## src/rtl/vec_cat_pkg.sv

```systemverilog
// Shared defaults and derived-size helpers for the vec_cat repacker.
// Sizes are functions so each instance derives them from its own parameters.
package vec_cat_pkg;

   localparam int DEF_BUS_WIDTH    = 128;
   localparam int DEF_VECTOR_WIDTH = 920;
   localparam int DEF_VEC_ID_WIDTH = 8;

   // Bus words per padded input vector.
   function automatic int calc_wpv(input int bw, input int vw);
      return (vw + bw - 1) / bw;
   endfunction

   // Valid bits carried by the final word of each vector.
   function automatic int calc_rem(input int bw, input int vw);
      return vw - (calc_wpv(bw, vw) - 1) * bw;
   endfunction

   function automatic int calc_fill_w(input int bw);
      return $clog2(2 * bw + 1);
   endfunction

   function automatic int calc_wcnt_w(input int wpv);
      return $clog2(wpv + 1);
   endfunction

   // Bit offset within a vector, range 0..vw-1.
   function automatic int calc_off_w(input int vw);
      return $clog2(vw + 1);
   endfunction

endpackage

```

## src/rtl/vec_cat.sv

```systemverilog
// Drops the per-vector padding from a word stream and emits a dense BUS_WIDTH stream,
// tagging each output word with the ID of the vector that owns its bit 0.
module vec_cat
   import vec_cat_pkg::*;
#(
   parameter int BUS_WIDTH    = DEF_BUS_WIDTH,
   parameter int VECTOR_WIDTH = DEF_VECTOR_WIDTH,
   parameter int VEC_ID_WIDTH = DEF_VEC_ID_WIDTH
) (
   input  logic                    clk,
   input  logic                    rstn,
   input  logic [BUS_WIDTH-1:0]    i_Vector,
   input  logic                    i_Valid,
   input  logic                    i_Last,
   output logic                    o_Read,
   output logic [BUS_WIDTH-1:0]    o_Vector,
   output logic [VEC_ID_WIDTH-1:0] o_VecID,
   output logic                    o_Valid,
   output logic                    o_Last,
   input  logic                    i_Ready
);

   localparam int WPV    = calc_wpv(BUS_WIDTH, VECTOR_WIDTH);
   localparam int REM    = calc_rem(BUS_WIDTH, VECTOR_WIDTH);
   localparam int FILL_W = calc_fill_w(BUS_WIDTH);
   localparam int WCNT_W = calc_wcnt_w(WPV);
   localparam int OFF_W  = calc_off_w(VECTOR_WIDTH);
   localparam int AW     = 2 * BUS_WIDTH;
   localparam logic [BUS_WIDTH-1:0] REM_MASK = {BUS_WIDTH{1'b1}} >> (BUS_WIDTH - REM);

   logic [AW-1:0]           acc_q, acc_d;
   logic [FILL_W-1:0]       fill_q, fill_d;
   logic [WCNT_W-1:0]       w_q, w_d;
   logic [VEC_ID_WIDTH-1:0] acc_id_q, acc_id_d;
   logic [OFF_W-1:0]        off_q, off_d;
   logic                    flush_q, flush_d;
   logic [BUS_WIDTH-1:0]    o_vector_q, o_vector_d;
   logic [VEC_ID_WIDTH-1:0] o_vec_id_q, o_vec_id_d;
   logic                    o_valid_q, o_valid_d;
   logic                    o_last_q, o_last_d;

   logic                    rd;
   logic                    last_word;
   logic [FILL_W-1:0]       add_bits;
   logic [FILL_W-1:0]       fill_app;
   logic [AW-1:0]           acc_app;
   logic [VEC_ID_WIDTH-1:0] id_adv;
   logic [OFF_W-1:0]        off_adv;
   int                      off_sum;

   // Pop handshake: a slot must be free and no residual word may be waiting.
   assign rd        = rstn & i_Valid & (~o_valid_q | i_Ready) & ~flush_q;
   assign o_Read    = rd;
   assign o_Vector  = o_vector_q;
   assign o_VecID   = o_vec_id_q;
   assign o_Valid   = o_valid_q;
   assign o_Last    = o_last_q;

   always_comb begin
      last_word = (w_q == WCNT_W'(WPV - 1));
      add_bits  = last_word ? FILL_W'(REM) : FILL_W'(BUS_WIDTH);
      fill_app  = fill_q + add_bits;
      acc_app   = acc_q | (AW'(i_Vector & (last_word ? REM_MASK : {BUS_WIDTH{1'b1}})) << fill_q);
      // Advance bit-0 ownership by one emitted word; may cross several short vectors.
      off_sum   = int'(off_q) + BUS_WIDTH;
      id_adv    = acc_id_q + VEC_ID_WIDTH'(off_sum / VECTOR_WIDTH);
      off_adv   = OFF_W'(off_sum % VECTOR_WIDTH);

      acc_d      = acc_q;
      fill_d     = fill_q;
      w_d        = w_q;
      acc_id_d   = acc_id_q;
      off_d      = off_q;
      flush_d    = flush_q;
      o_vector_d = o_vector_q;
      o_vec_id_d = o_vec_id_q;
      o_valid_d  = o_valid_q;
      o_last_d   = o_last_q;

      if (o_valid_q && i_Ready) begin
         o_valid_d = 1'b0;
         o_last_d  = 1'b0;
      end

      if (flush_q) begin
         if (!o_valid_q || i_Ready) begin
            o_vector_d = acc_q[BUS_WIDTH-1:0];
            o_vec_id_d = acc_id_q;
            o_valid_d  = 1'b1;
            o_last_d   = 1'b1;
            acc_d      = '0;
            fill_d     = '0;
            w_d        = '0;
            acc_id_d   = '0;
            off_d      = '0;
            flush_d    = 1'b0;
         end
      end else if (rd) begin
         w_d = last_word ? '0 : w_q + 1'b1;
         if (fill_app >= FILL_W'(BUS_WIDTH)) begin
            o_vector_d = acc_app[BUS_WIDTH-1:0];
            o_vec_id_d = acc_id_q;
            o_valid_d  = 1'b1;
            acc_d      = acc_app >> BUS_WIDTH;
            fill_d     = fill_app - FILL_W'(BUS_WIDTH);
            acc_id_d   = id_adv;
            off_d      = off_adv;
            if (i_Last) begin
               if (fill_app != FILL_W'(BUS_WIDTH)) begin
                  flush_d = 1'b1;
               end else begin
                  o_last_d = 1'b1;
                  acc_d    = '0;
                  fill_d   = '0;
                  w_d      = '0;
                  acc_id_d = '0;
                  off_d    = '0;
               end
            end
         end else if (i_Last) begin
            // Residual shorter than a word: bits above fill are already zero.
            o_vector_d = acc_app[BUS_WIDTH-1:0];
            o_vec_id_d = acc_id_q;
            o_valid_d  = 1'b1;
            o_last_d   = 1'b1;
            acc_d      = '0;
            fill_d     = '0;
            w_d        = '0;
            acc_id_d   = '0;
            off_d      = '0;
         end else begin
            acc_d  = acc_app;
            fill_d = fill_app;
         end
      end
   end

   always_ff @(posedge clk or negedge rstn) begin
      if (!rstn) begin
         acc_q      <= '0;
         fill_q     <= '0;
         w_q        <= '0;
         acc_id_q   <= '0;
         off_q      <= '0;
         flush_q    <= 1'b0;
         o_vector_q <= '0;
         o_vec_id_q <= '0;
         o_valid_q  <= 1'b0;
         o_last_q   <= 1'b0;
      end else begin
         acc_q      <= acc_d;
         fill_q     <= fill_d;
         w_q        <= w_d;
         acc_id_q   <= acc_id_d;
         off_q      <= off_d;
         flush_q    <= flush_d;
         o_vector_q <= o_vector_d;
         o_vec_id_q <= o_vec_id_d;
         o_valid_q  <= o_valid_d;
         o_last_q   <= o_last_d;
      end
   end

endmodule

```

## config.mk

```make
export PLATFORM = sky130hd
export DESIGN_NAME = vec_cat
export DESIGN_NICKNAME = d
export VERILOG_FILES = /design/src/rtl/vec_cat_pkg.sv /design/src/rtl/vec_cat.sv
export SDC_FILE = /design/constraint.sdc
export NUM_CORES = 1
export LEC_CHECK = 0
export CORE_MARGIN = 2
export CORE_UTILIZATION = 50
export CTS_CLUSTER_SIZE = 20
export DETAILED_ROUTE_END_ITERATION = 10
export MAX_ROUTING_LAYER = met4
export PLACE_DENSITY = 0.72
export SETUP_SLACK_MARGIN = 0.5
export SYNTH_ARGS = -nofsm -noshare
export SYNTH_HDL_FRONTEND = slang
export SYNTH_SLANG_ARGS = --single-unit
```

## constraint.sdc

```tcl
create_clock -name clk -period 5.1 [get_ports clk]
set_input_delay 0.51 -clock clk [delete_from_list [all_inputs] [get_ports clk]]
set_output_delay 0.51 -clock clk [all_outputs]
set_load 0.02 [all_outputs]
```

==> images/final_clocks.png <==
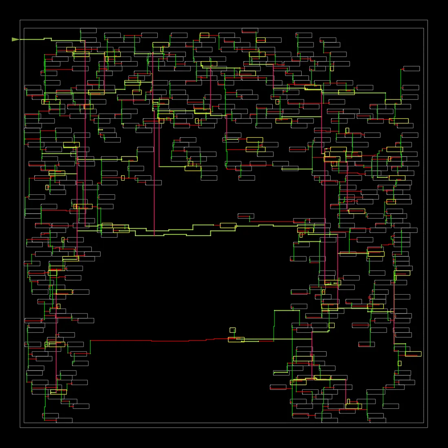
clock buffer count from CTS: 46
Clock Power: 3.33 mW
clk latency late pin: 0.60 ns
Clock Sinks: 420
Clock Buffer Count: 64

==> images/pdn.png <==
Pins as bars on the die edge.
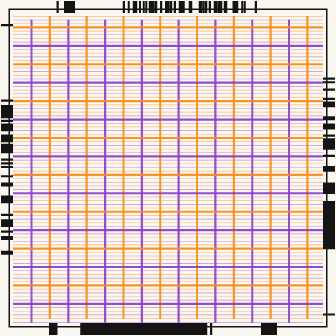
Key: orange = VDD; purple = VSS
16 straps on met4. 84 met1 rails follow the rows. 16 straps on met5.
die width: 233 um
Die Height: 233 um
core footprint: 0.0516 mm2
worst-case vdd ir drop: 355 uV

==> metrics.cfg <==
[layout]
flop-count=420
logic_gates=2262
final_common_cell=dfrtp_1
largest_reg_flops=256
nets=3246
signal_buffer_area_fraction=0.109
largestClassByArea=combinational gates
buffers_excl_clock=336
area_delta_synth_final_pct=17.3
final_area_mm2=0.0308
sh_seq_area=0.342

[drt]
remaining_drc_errors=0
first_pass_iters=8
route.met2.wl_um=47500
dr.max_layer_used=met4

[global_routing]
top_usage_layer=met2
grt_max_degree=178
use_met1=0.516
gr-total-overflow=0
grt_pass1_wl_um=160000
met3_usage=0.0894
grt_pass1_vias=24700
globalRouteMet2Util=0.596

[worst_setup_path]
endpoint_kind=flip-flop
timing.rr.start=w_q[0]
cp_data_required_time_ns=5.51

[pwr]
powerSeq_mw=4.26
power-top-group=combinational cells
switching_share=0.406
p_switching_mw=5.55
design_power_total_mw=13.6
power_density_mw_per_mm2=443

[synth]
yosysWarnings=0
ys_cells=2978
async_reset_ff_frac=1.00
mux_share=0.132
yosys.area_share.aoi=0.275
netlist_logic_family_top=AND-OR/OR-AND gates
xor_share=0.00167
synthCells=2978

[clock_tree]
ctsHoldBuffers=1

[outcome]
outcome=complete, no violations

[die]
dieArea_mm2=0.0544

[sta]
worstMarginPinSlew_ns=1.13
maxSlewViolCount=0
post-route-min-period_ns=4.38
finalSetupViolCount=0
setup_slack_ns=0.717

[place]
place_ws_ns=0.711

[job]
warnings=44

==> images/clock_map.png <==
Scale bar: 50 um.
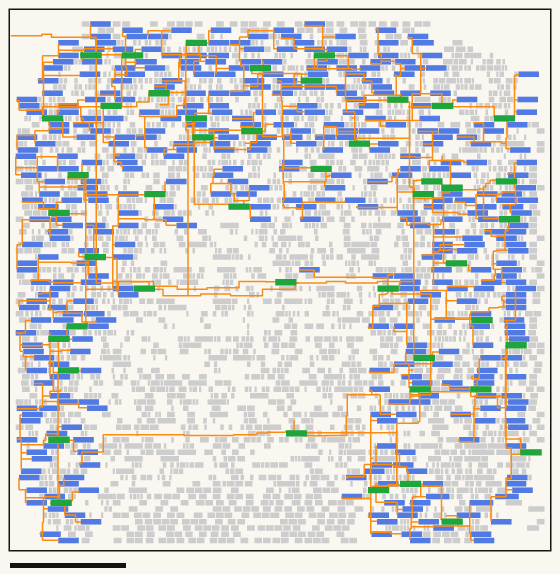
Key: blue = flip-flops [count 420]; green = cells driving clock nets [count 46]; orange = clock wires [length 5430 um]
There are 47 routed clock nets.
Setup Skew: 0.0270 ns
clock power share: 0.244

==> images/metal_stack.png <==
Two of the layers only.
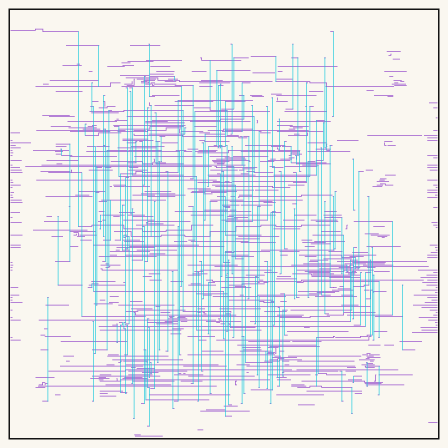
Key: purple = met3 [wire length 10700 um]; cyan = met4 [wire length 8090 um]
vias: 25800
GRT Util Overall: 0.408
WL per Instance: 28.3 um
drt total wl: 108000 um

Power and IR drop assume default switching activity.
